`config.mk`:
```
export PLATFORM = sky130hd
export DESIGN_NAME = pc_fetch_unit
export DESIGN_NICKNAME = d
export VERILOG_FILES = /design/src/rtl/pc_fetch_unit.sv
export SDC_FILE = /design/constraint.sdc
export NUM_CORES = 1
export LEC_CHECK = 0
export CORE_UTILIZATION = 55
export CTS_BUF_LIST = sky130_fd_sc_hd__clkbuf_8
export CTS_CLUSTER_SIZE = 40
export DETAILED_ROUTE_END_ITERATION = 8
export DONT_BUFFER_PORTS = 1
export GPL_TIMING_DRIVEN = 0
export PLACE_DENSITY_LB_ADDON = 0.3
export SLEW_MARGIN = 30
export SYNTH_ARGS = -nofsm -noshare
export SYNTH_HDL_FRONTEND = slang
export SYNTH_SLANG_ARGS = --single-unit
```
`constraint.sdc`:
```
create_clock -name clk -period 1.97 [get_ports clk]
set_input_delay 0.394 -clock clk [delete_from_list [all_inputs] [get_ports clk]]
set_output_delay 0.394 -clock clk [all_outputs]
set_load 0.03 [all_outputs]
```
`src/rtl/pc_fetch_unit.sv`:
```
// pc_fetch_unit: holds the architectural PC, fetches one instruction at a time and
// hands {pc, inst} downstream over valid/ready, reloading pc from npc on commit.
module pc_fetch_unit #(
  parameter logic [31:0] RESET_PC = 32'h0000_0000,
  parameter int          CNT_W    = 32
) (
  input  logic             clk,
  input  logic             rst_n,
  input  logic [31:0]      npc,
  input  logic             npc_we,
  output logic             imem_req,
  output logic [31:0]      imem_addr,
  input  logic             imem_gnt,
  input  logic             imem_rvalid,
  input  logic [31:0]      imem_rdata,
  output logic             inst_valid,
  input  logic             inst_ready,
  output logic [31:0]      inst,
  output logic [31:0]      pc,
  output logic             fetch_err,
  output logic [CNT_W-1:0] instr_cnt
);
  localparam logic [2:0] BOOT = 3'd0, REQ = 3'd1, WAIT = 3'd2, HOLD = 3'd3, EXEC = 3'd4, ERR = 3'd5;
  logic [2:0] state, state_n;
  logic commit, aligned;
  assign commit     = npc_we & ((state == HOLD & inst_ready) | state == EXEC);
  assign aligned    = npc[1:0] == 2'b00;
  assign imem_req   = state == REQ;
  assign imem_addr  = pc;
  assign inst_valid = state == HOLD;
  assign fetch_err  = state == ERR;
  // commit takes priority so a HOLD handshake with npc_we skips EXEC
  always_comb
    state_n = commit             ? (aligned ? REQ : ERR) :
              state == BOOT      ? REQ :
              state == REQ       ? (imem_gnt ? WAIT : REQ) :
              state == WAIT      ? (imem_rvalid ? HOLD : WAIT) :
              state == HOLD      ? (inst_ready ? EXEC : HOLD) :
              state == EXEC      ? EXEC : ERR;
  always_ff @(posedge clk or negedge rst_n)
    if (!rst_n) begin
      state     <= BOOT;
      pc        <= RESET_PC;
      inst      <= '0;
      instr_cnt <= '0;
    end else begin
      state <= state_n;
      if (state == WAIT && imem_rvalid) inst <= imem_rdata;
      if (commit && aligned) begin
        pc        <= npc;
        instr_cnt <= instr_cnt + CNT_W'(1);
      end
    end
endmodule

```
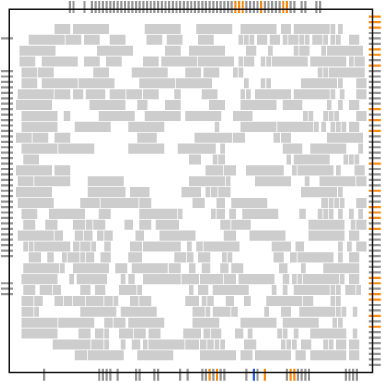
run_1/io_placement.png
Drawn at 4 px/um. Pins as bars across the die edge, other pins in gray.
Key: npc = orange [pins 32, direction input, edge 21 right, 6 top, 5 bottom]; inst_valid = blue [pins 1, direction output, edge bottom]
Die Ht: 90.4 um
port bufs: 0
Chip Width: 90.4 um

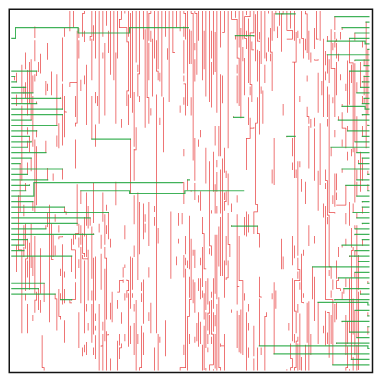
run_1/wires.png
Drawn at 4 px/um. Only two layers are drawn.
Key: metal 3 = green [wire length 786 um]; metal 2 = red [wire length 4510 um]
total track usage: 0.222
routed wire length: 8.82 mm
vias: 2731

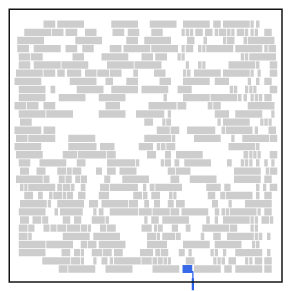
run_1/io_fan.png
Drawn at 3 px/um.
Key: inst_valid = blue [direction output, end cells 1, buffers 0, wire 3.40 um]
Ports: 201

==> job_summary.md, run 1 <==
### Metrics collected by this job

| Metric | Value |
|---|---|
| Share of post-route cells with drive strength above 1 | 0.287 |
| Pleak | 2.34 nW |
| Tool warnings | 28 |
| Post-synth regs | 99 |
| Post-route ant nets | 0 |
| Comb area leader | simple AND/OR/NAND/NOR gates |
| Final Hold Viols | 99 |
| Comb. pwr | 1.61 mW |
| Non-clock buffering overhead | 0.0729 |
| Worst Path Arrival | 2120 ps |
| Fin Hold WS | -271 ps |
| Failing checks | negative hold slack |
| Main power group | registers |
| Clock buffer cells | 10 |
| Tmin final | 1850 ps |
| Pins Over Slew Limit | 0 |
| Seq area share | 0.533 |
| Status | finished with violations |
| Post-DP Area | 4420 um2 |
| DR WL met2 | 4.51 mm |
| Global route hottest layer | met2 |
| Largest net degree at the start of global routing | 100 |
| Hold Path Class | primary input to async pin |
| Clock Pin Slew Worst Setup and Hold Paths | 90 ps |
| CTS tree | yes |
| Mapped Cells | 385 |
| Post-CTS resize count | 7 |
| Diodes inserted | 0 |
| Worst Setup Slack, final | 122 ps |
==> run 2: changes to the inputs <==
Settings changed: CAP_MARGIN set to 5, SLEW_MARGIN 30 to 10.
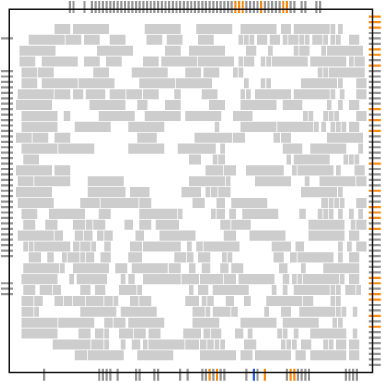
run_2/io_placement.png
Drawn at 4 px/um. Pins as bars across the die edge, other pins in gray.
Key: inst_valid = blue [pins 1, direction output, edge bottom]; npc = orange [pins 32, direction input, edge 21 right, 6 top, 5 bottom]
All pins by edge: 65 right, 63 top, 39 left, 34 bottom.

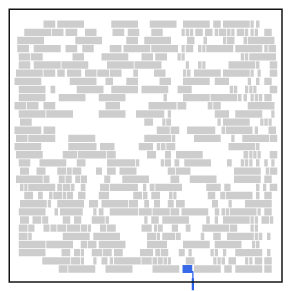
run_2/io_fan.png
Drawn at 3 px/um.
Key: inst_valid = blue [direction output, end cells 1, buffers 0, wire 3.40 um]

==> run 2 against run 1 <==
The flow still finishes with violations (negative hold slack). Design area unchanged. Die size unchanged. Combinational power about the same. Clock power about the same. Flip-flop count unchanged. Clock skew unchanged. Register-to-register slack about the same. Critical path depth unchanged. Utilization unchanged. First-iteration DRC count unchanged. Highest routed layer unchanged.
==> job_summary.md, run 2 <==
### Metrics collected by this job

| Metric | Value |
|---|---|
| Status | finished with violations |
| Failing checks | negative hold slack |
| Post-synth regs | 99 |
| DR WL met2 | 4.51 mm |
| Initial DRC count | 79 |
| Final Hold Viols | 99 |
| WL met1 | 3.42 mm |
| Psw | 3.15 mW |
| Largest net degree at the start of global routing | 100 |
| Pins Over Slew Limit | 0 |
| Worst Setup Slack, final | 122 ps |
| Share of post-route cells with drive strength above 1 | 0.287 |
| Mapped Cells | 385 |
| CTS tree | yes |
| Worst Path Arrival | 2120 ps |
| Global route hottest layer | met2 |
| Port bufs | 0 |
| Setup-failing EPs final | 0 |
| Clk_skew | 6.96 ps |
| Fin Hold WS | -271 ps |
| Logic area | 1530 um2 |
| Post-DP Area | 4420 um2 |
| Comb. pwr | 1.61 mW |
| Die Ht | 90.4 um |
| Non-clock buffering overhead | 0.0729 |
| Pleak | 2.34 nW |
| Clock buffer cells | 10 |
| Crit share post-route | 0.938 |
| Comb area share | 0.327 |
| Routed wire length | 8.82 mm |
| Seq area share | 0.533 |
| Clock Pin Slew Worst Setup and Hold Paths | 90 ps |
| Hold Path Class | primary input to async pin |
| Sw frac | 0.459 |
| Diodes inserted | 0 |
| Aoi share | 0.0128 |
| Post-CTS resize count | 7 |
| Buf/Inv on CP | 1 |
| Total track usage | 0.222 |
| Slew margin rel. | 0.626 |
| Main power group | registers |
| Drt via density | 5.43 |
| Vias | 2731 |
No activity file was given, so power comes from the tool's default toggle rates.
